[config.mk]
export PLATFORM = sky130hd
export DESIGN_NAME = round_sat_pipe
export DESIGN_NICKNAME = d
export VERILOG_FILES = /design/src/rtl/round_pkg.sv /design/src/rtl/round_sat_lane.sv /design/src/rtl/round_sat_pipe.sv
export SDC_FILE = /design/constraint.sdc
export NUM_CORES = 1
export LEC_CHECK = 0
export CORE_ASPECT_RATIO = 0.7
export CORE_MARGIN = 1.5
export CORE_UTILIZATION = 54
export DETAILED_ROUTE_END_ITERATION = 7
export GPL_TIMING_DRIVEN = 0
export PLACE_DENSITY = 0.95
export SLEW_MARGIN = 20
export SYNTH_ARGS = -nofsm -noshare
export SYNTH_HDL_FRONTEND = slang
export SYNTH_HIERARCHICAL = 1
export SYNTH_SLANG_ARGS = --single-unit
[constraint.sdc]
create_clock -name clk -period 13.65 [get_ports clk]
set_input_delay 1.365 -clock clk [delete_from_list [all_inputs] [get_ports clk]]
set_output_delay 1.365 -clock clk [all_outputs]
set_load 0.005 [all_outputs]
[src/rtl/round_pkg.sv]
// Shared types and width helpers for the round/saturate pipeline.
// Imported by round_sat_lane and round_sat_pipe.
package round_pkg;

  typedef enum logic [1:0] {
    RND_TRUNC,
    RND_HALF_UP,
    RND_HALF_EVEN,
    RND_RSVD
  } round_mode_e;

  function automatic int sh_bits(
    input int in_frac,
    input int out_frac
  );
    return in_frac - out_frac;
  endfunction

  // One spare bit above the shifted input so the increment never wraps.
  function automatic int rnd_width(
    input int in_int,
    input int in_frac,
    input int out_frac
  );
    return in_int + in_frac - sh_bits(in_frac, out_frac) + 1;
  endfunction

endpackage

[src/rtl/round_sat_lane.sv]
// Combinational per-lane datapath: a rounding half and a saturating
// half, kept separate so a pipeline register can sit between them.
module round_sat_lane
  import round_pkg::*;
#(
  parameter int IN_INT_BITS   = 14,
  parameter int IN_FRAC_BITS  = 18,
  parameter int OUT_INT_BITS  = 7,
  parameter int OUT_FRAC_BITS = 9,
  localparam int IW = IN_INT_BITS + IN_FRAC_BITS,
  localparam int OW = OUT_INT_BITS + OUT_FRAC_BITS,
  localparam int SH = sh_bits(IN_FRAC_BITS, OUT_FRAC_BITS),
  localparam int RW = rnd_width(IN_INT_BITS, IN_FRAC_BITS,
                                OUT_FRAC_BITS)
) (
  input  logic [IW-1:0] rnd_in,
  input  round_mode_e   rnd_mode,
  output logic [RW-1:0] rnd_out,
  input  logic [RW-1:0] sat_in,
  output logic [OW-1:0] sat_out,
  output logic          sat_flag
);

  localparam logic signed [RW-1:0] MAX_V = RW'({(OW-1){1'b1}});
  localparam logic signed [RW-1:0] MIN_V = ~MAX_V;

  logic signed [RW-1:0] q;

  assign q = RW'($signed(rnd_in[IW-1:SH]));

  if (SH == 0) begin : g_pass
    logic unused_mode;
    assign unused_mode = ^rnd_mode;
    assign rnd_out = q;
  end else begin : g_round
    logic half;
    logic rest;
    logic inc;

    assign half = rnd_in[SH-1];

    if (SH == 1) begin : g_no_rest
      assign rest = 1'b0;
    end else begin : g_rest
      assign rest = |rnd_in[SH-2:0];
    end

    always_comb begin
      inc = 1'b0;
      unique case (rnd_mode)
        RND_TRUNC:     inc = 1'b0;
        RND_HALF_EVEN: inc = half & (rest | q[0]);
        default:       inc = half;
      endcase
    end

    assign rnd_out = q + {{(RW-1){1'b0}}, inc};
  end

  logic hi;
  logic lo;

  assign hi = $signed(sat_in) > MAX_V;
  assign lo = $signed(sat_in) < MIN_V;
  assign sat_flag = hi | lo;

  always_comb begin
    sat_out = sat_in[OW-1:0];
    unique case (1'b1)
      hi:      sat_out = {1'b0, {(OW-1){1'b1}}};
      lo:      sat_out = {1'b1, {(OW-1){1'b0}}};
      default: sat_out = sat_in[OW-1:0];
    endcase
  end

endmodule

[src/rtl/round_sat_pipe.sv]
// Multi-lane two-stage rounder/saturator with valid/ready streams.
// Define ROUND_SAT_CNT_EN to build the saturation event counter.
module round_sat_pipe
  import round_pkg::*;
#(
  parameter int IN_INT_BITS   = 14,
  parameter int IN_FRAC_BITS  = 18,
  parameter int OUT_INT_BITS  = 7,
  parameter int OUT_FRAC_BITS = 9,
  parameter int LANES         = 4,
  localparam int IW = IN_INT_BITS + IN_FRAC_BITS,
  localparam int OW = OUT_INT_BITS + OUT_FRAC_BITS,
  localparam int RW = rnd_width(IN_INT_BITS, IN_FRAC_BITS,
                                OUT_FRAC_BITS)
) (
  input  logic                clk,
  input  logic                rst,
  input  logic [1:0]          mode_i,
  input  logic                in_valid,
  output logic                in_ready,
  input  logic [LANES*IW-1:0] in_data,
  output logic                out_valid,
  input  logic                out_ready,
  output logic [LANES*OW-1:0] out_data,
  output logic [LANES-1:0]    out_sat,
  output logic [LANES-1:0]    sat_sticky,
  input  logic                sat_clr,
  output logic [31:0]         sat_cnt
);

  if (IN_FRAC_BITS < OUT_FRAC_BITS ||
      IN_INT_BITS < OUT_INT_BITS) begin : g_bad_cfg
    $error("round_sat_pipe: output format wider than input");
  end

  logic                     s1_valid;
  logic [LANES-1:0][RW-1:0] s1_rnd;
  logic [LANES-1:0][RW-1:0] rnd_c;
  logic [LANES*OW-1:0]      sat_c;
  logic [LANES-1:0]         sat_f;
  logic                     s2_load;
  logic                     s1_load;
  logic                     fire;

  assign s2_load  = !out_valid || out_ready;
  assign s1_load  = !s1_valid || s2_load;
  assign in_ready = s1_load;
  assign fire     = out_valid && out_ready;

  for (genvar k = 0; k < LANES; k++) begin : g_lane
    round_sat_lane #(
      .IN_INT_BITS  (IN_INT_BITS),
      .IN_FRAC_BITS (IN_FRAC_BITS),
      .OUT_INT_BITS (OUT_INT_BITS),
      .OUT_FRAC_BITS(OUT_FRAC_BITS)
    ) u_lane (
      .rnd_in  (in_data[k*IW +: IW]),
      .rnd_mode(round_mode_e'(mode_i)),
      .rnd_out (rnd_c[k]),
      .sat_in  (s1_rnd[k]),
      .sat_out (sat_c[k*OW +: OW]),
      .sat_flag(sat_f[k])
    );
  end

  // The mode only matters before S1, so it rides along implicitly.
  always_ff @(posedge clk or posedge rst) begin
    if (rst) begin
      s1_valid <= 1'b0;
      s1_rnd   <= '0;
    end else if (s1_load) begin
      s1_valid <= in_valid;
      s1_rnd   <= rnd_c;
    end
  end

  always_ff @(posedge clk or posedge rst) begin
    if (rst) begin
      out_valid <= 1'b0;
      out_data  <= '0;
      out_sat   <= '0;
    end else if (s2_load) begin
      out_valid <= s1_valid;
      out_data  <= sat_c;
      out_sat   <= s1_valid ? sat_f : '0;
    end
  end

  always_ff @(posedge clk or posedge rst) begin
    if (rst) begin
      sat_sticky <= '0;
    end else begin
      sat_sticky <= (sat_clr ? '0 : sat_sticky) |
                    (fire ? out_sat : '0);
    end
  end

`ifdef ROUND_SAT_CNT_EN
  logic [31:0] cnt_r;

  always_ff @(posedge clk or posedge rst) begin
    if (rst) begin
      cnt_r <= '0;
    end else if (fire && |out_sat) begin
      if (sat_clr) begin
        cnt_r <= 32'd1;
      end else if (cnt_r != 32'hFFFF_FFFF) begin
        cnt_r <= cnt_r + 32'd1;
      end
    end else if (sat_clr) begin
      cnt_r <= '0;
    end
  end

  assign sat_cnt = cnt_r;
`else
  assign sat_cnt = '0;
`endif

endmodule
==> results_dict.tcl, run 1 <==
# place-and-route summary
set metrics [dict create \
    status "finished, final reports clean" \
    maxCapViolations 0 \
    cts-root-buf "clkbuf_16" \
    antenna_cells 0 \
    path_cells "clkdlybuf4s50_1, nand3b_1, buf_2, buf_6, buf_6, clkdlybuf4s50_1" \
    fin_crit_ps 4670 \
    num_vias 7135 \
    synthCells 795 \
    synth-seq-cells 170 \
    ys_types 35 \
    drc 0 \
    antenna_found_initial 0 \
    worst_slack_ps 8980 \
    yosysWarnings 6 \
    post-cts-setup-buffers 0 \
    powerDensity_nw_per_um2 117 \
    syn_area_um2 9440 \
    fin_util 0.735 \
    place_ws_ps 9000 \
    die.size.y_um 114 \
    slew_viol_final 0 \
    cp_max_fo 10 \
    layout-drive-gt1-share 0.262 \
    mux_area_frac 0.202 \
    ys_async_sr_fraction 1.00 \
    clk_pin_slew_ps 60 \
    drt-vias-per-instance 5.50 \
    slew_headroom 0.504 \
    slowest_stage "clkdlybuf4s50_1" \
    hold_class "register to register" \
    grt.total_usage 0.273 \
    dp_hpwl_mm 17.8 \
    initCoreUtil 0.551 \
    hold_viol_final 0 \
    grt_pass1_vias 7367 \
    grt_overflow 0 \
    numPortBuffers 208 \
    dpl_cell_area_um2 12000 \
    nNetsFinal 1201 \
    worstSkewPairLatency_ps 430 \
    grt_setup_unrepaired "no" \
    cts.repair.resized 0 \
    grt_max_degree 99 \
    avgSynthCellArea_um2 11.9 \
]
[run 1: stage by stage]
stage | std cells | total power [uW] | hold slack [ps]
floorplan | 826 | 780 | 481
global placement | 1265 | 952 | 490
detailed placement | 1266 | 965 | 495
CTS | 1298 | 1480 | 509
global route | 1298 | 1540 | 521
finish | 1298 | 1480 | 506
[run 1: layout make-up]
class                   count  area [um^2]
multi-input cells         572         4810
repair buffers            209         2110
inverters                  21         86.3
clock inverters            14          195
clock buffers              18          429
plain buffers              63          412
fillers                  1194         4530
well taps                 231          289
flip-flops and latches    170         4250
[run 1: flip-flops by register name, indices dropped and copies added (netlist names)]
name and cells:
s1_valid 1, sat_sticky 4, out_valid 1, out_data 64
out_sat 4, s1_rnd 96
[run 1: worst max-delay path, delay by kind of cell]
family,cells,cell delay (ps)
buf+inv,5,1790
simple gates,1,150
[run 1: layer usage]
| layer | global-route usage | vias to the layer above | share of wire |
|---|---|---|---|
| met4 | 0.0648 | 0 | 0.010 |
| met2 | 0.456 | 249 | 0.48 |
| met3 | 0.0549 | 19 | 0.063 |
| li1 | - | 3311 | - |
| met1 | 0.368 | 3556 | 0.45 |
| met5 | 0 | - | 0 |
[run 1: layout by cell type (no fill, tap or decap), types with 12 or more instances in the layout]
master | netlist | final
xor2_1 | 40 | 40
dfrtp_1 | 170 | 170
nor2_1 | 16 | 16
clkdlybuf4s50_1 | 0 | 208
xnor2_1 | 44 | 44
conb_1 | 1 | 32
a21o_1 | 60 | 60
mux2_2 | 142 | 142
clkbuf_1 | 12 | 13
buf_4 | 32 | 32
clkbuf_16 | 0 | 17
buf_2 | 14 | 14
mux2_4 | 18 | 18
nand2_1 | 24 | 24
nand4_1 | 28 | 28
inv_1 | 21 | 20
nand3_1 | 44 | 44
nor3_2 | 12 | 12
ha_1 | 12 | 12
nor4_1 | 16 | 16
[run 1: path summary, 6_finish.rpt]
kind / start / slack [ps] / cells after the start / to
max in group asynchronous: rst / 11360 / 3 / out_sat[0]
setup reg to reg: s1_rnd[17] / 11680 / 5 / out_data[3]
hold reg to reg: out_data[63] / 510 / 1 / out_data[63]
hold / removal: out_data[63] / 510 / 1 / out_data[63]
min in group asynchronous: rst / 1410 / 2 / out_data[43]
setup / recovery: out_ready / 8980 / 6 / in_ready
[run 1: cells in the mapped netlist, drive strengths merged (7+ instances only)]
master	instances	area share
a21o	60	0.048
a21oi	8	0.0042
and4	8	0.0074
buf	51	0.039
clkbuf	12	0.0048
dfrtp	170	0.45
ha	12	0.016
inv	21	0.0084
mux2	160	0.20
nand2	24	0.0095
nand2b	7	0.0046
nand3	44	0.023
nand4	36	0.029
nor2	16	0.0064
nor3	20	0.017
nor4	28	0.030
o21ai	8	0.0042
xnor2	44	0.041
xor2	40	0.037
[run 1: where the power goes]
group / switching, uW / leakage (uW) / internal (uW)
clock network: 209 / 0.000293 / 308
registers: 46.0 / 0.00194 / 575
logic: 134 / 0.00317 / 205
total: 389 / 0.00540 / 1090
Figure 1. Track usage over the die (run 1).
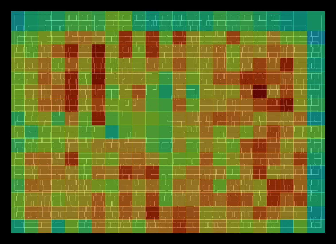
GR Layer Usage met1: 0.368
WL/cell: 18.7 um

Figure 2. Sequential cells colored by netlist name (run 1).
Other sequential cells in the stronger gray, the rest of the logic in the fainter gray.
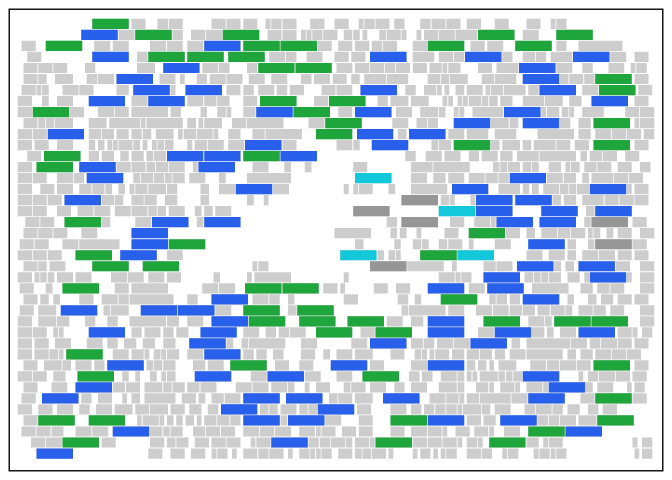
legend:
  `s1_rnd`:
    color: blue
    flops: 96
    where: spread over the die
  `out_sat`:
    color: cyan
    flops: 4
  `out_data`:
    color: green
    flops: 64
    where: spread over the die
not colored: 6

Figure 3. Clock distribution (run 1).
Bar = 50 um.
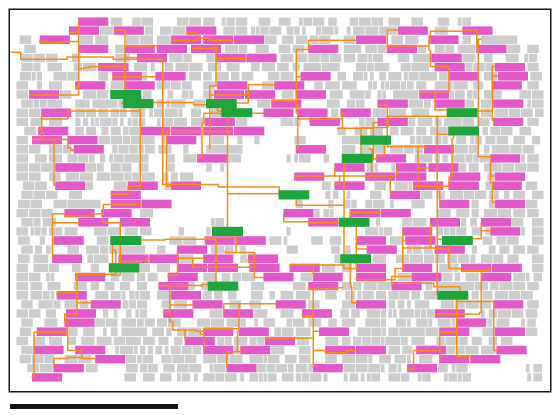
legend:
  clock wires:
    color: orange
    length: 2080 um
  flip-flops:
    color: magenta
    count: 170
  clock drivers:
    color: green
    count: 17
flops lie: spread over the die
routed clock nets: 18

## Run 2: what changed since run 1
- CORE_UTILIZATION: 54 -> 50
- PLACE_DENSITY: 0.95 -> 0.89
- clock period: 13.65 -> 4.5 ns (I/O delays scaled with it)
Figure 4. Ports around the boundary (run 2).
Pins as bars across the die edge, other pins in gray.
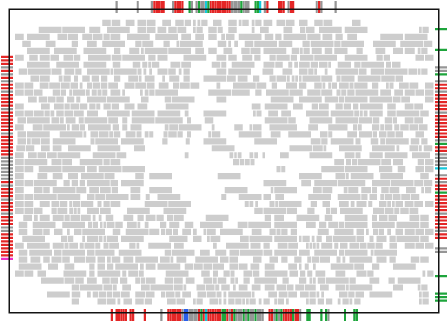
legend:
  `sat_cnt`:
    color: green
    pins: 32
    direction: output
    edge: 17 south, 9 east, 6 north
  `clk`:
    color: magenta
    pins: 1
    direction: input
    edge: west
  `mode_i`:
    color: blue
    pins: 2
    direction: input
    edge: south
  `out_sat`:
    color: cyan
    pins: 4
    direction: output
    edge: 2 north, 1 east, 1 south
  `in_data`:
    color: red
    pins: 128
    direction: input
    edge: 40 west, 33 south, 30 east, 25 north

Figure 5. Clock distribution (run 2).
Bar = 50 um.
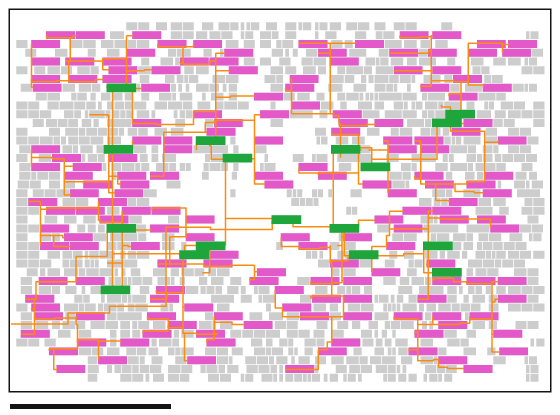
legend:
  clock wires:
    color: orange
    length: 2070 um
  flip-flops:
    color: magenta
    count: 170
  clock drivers:
    color: green
    count: 17
routed clock nets: 18
flops lie: spread over the die

==> run 2 against run 1 <==
  * First-iteration DRC count up 18%
  * Setup slack worse by 7400 ps
  * Highest routed layer unchanged
  * Flip-flop count unchanged
  * Synthesized cell count unchanged
  * Core utilization down 4.3 points
  * Design area up 0.47%
  * Clock skew down 0.93 ps
  * Wire length up 2.6%
  * Sequential power rose to 3.0 times the previous value
  * Cell count up 0.54%
  * Register-to-register slack worse by 9200 ps
  * Clock power rose to 3.0 times the previous value
==> results_dict.tcl, run 2 <==
# place-and-route summary
set metrics [dict create \
    clk_pin_slew_ps 70 \
    drt-vias-per-instance 5.53 \
    ys_async_sr_fraction 1.00 \
    netlist.area_leader.share 0.451 \
    yosys-top-cells-area "dfrtp_1 (45%), mux2_2 (17%), a21o_1 (4.8%)" \
    reg.largest.list "s1_rnd: 96 flops, out_data: 64 flops" \
    largest-register "s1_rnd" \
    syn_area_um2 9440 \
    timing.rr.end "out_data[23]" \
    status "finished, final reports clean" \
    avgSynthCellArea_um2 11.9 \
    antenna_cells 0 \
    yosysTopAreaCell "dfrtp_1" \
    die.size.y_um 118 \
    grt_setup_unrepaired "no" \
    lay_top_count "clkdlybuf4s50_1" \
    wl_per_cell_um 19.1 \
    layout-drive-gt1-share 0.265 \
    dp_hpwl_mm 18.7 \
    grt.total_usage 0.259 \
    yosysWarnings 6 \
    slew_headroom 0.515 \
    cp_max_fo 4 \
    synth-seq-cells 170 \
    ys_types 35 \
    num_vias 7219 \
    numPortBuffers 208 \
    cts-root-buf "clkbuf_16" \
]
-- run 2: power breakdown --
part	switching, uW	total [uW]	internal [uW]
Sequential	136	1880	1740
Combinational	410	1040	627
Clock	612	1530	915
Total	1160	4440	3290
-- run 2: layout make-up --
cell class,instances,area (um^2)
clock buffer,20,467
tap,236,295
multi-input combinational,572,4810
buffer,63,412
clock inverter,10,141
inverter,21,82.6
sequential,170,4250
fill,1334,5620
timing repair buffer,213,2180
-- run 2: how the worst max path moves through the flow --
stage | from | endpoint | slack, ps
global route | in_data[41] | s1_rnd[36] | 1440
detailed placement | in_data[41] | s1_rnd[36] | 1290
CTS | in_data[41] | s1_rnd[36] | 1600
finish | in_data[41] | s1_rnd[46] | 1600
floorplan | rst | out_data[0] | 1880
global placement | rst | out_data[40] | 430
-- run 2: cell families (layout without fill, tap and decap cells) --
kind of cell,Yosys count,in the layout,synth area share
xor+xnor,84,84,0.0780
fa+ha+maj,12,12,0.0159
flops,170,170,0.451
buf+inv,84,327,0.0520
simple gates,200,200,0.141
other cells,1,32,0.000397
mux,164,164,0.202
compound gates,80,80,0.0594
-- run 2: metal layers --
metal,part of all wire,GRT usage,wire (um),vias to the layer above
met5,0,0,0,-
met4,0.011,0.0631,276,0
met3,0.057,0.0514,1420,24
met2,0.47,0.418,11800,258
met1,0.46,0.361,11500,3621
li1,-,-,-,3316
-- run 2: through the flow --
| stage | instance area [um^2] | util | cells |
|---|---|---|---|
| 3_5_place_dp | 12000 | 0.659 | 1275 |
| 6_report | 12600 | 0.692 | 1305 |
| 4_1_cts | 12600 | 0.692 | 1305 |
| 5_1_grt | 12600 | 0.692 | 1305 |
| 2_1_floorplan | 9560 | - | 826 |
| 3_3_place_gp | 11900 | 0.653 | 1270 |
-- run 2: critical path, cell delays in order --
cell and delay, ps:
clkdlybuf4s50_1 580, nor3_1 150, nand3_1 120, a21oi_1 110
nor2b_1 260, ha_1 250, ha_1 220, nand2_1 130
nor4_2 340, nand3_1 150, xnor2_1 160, mux2_2 270
No activity file was given, so power comes from the tool's default toggle rates.
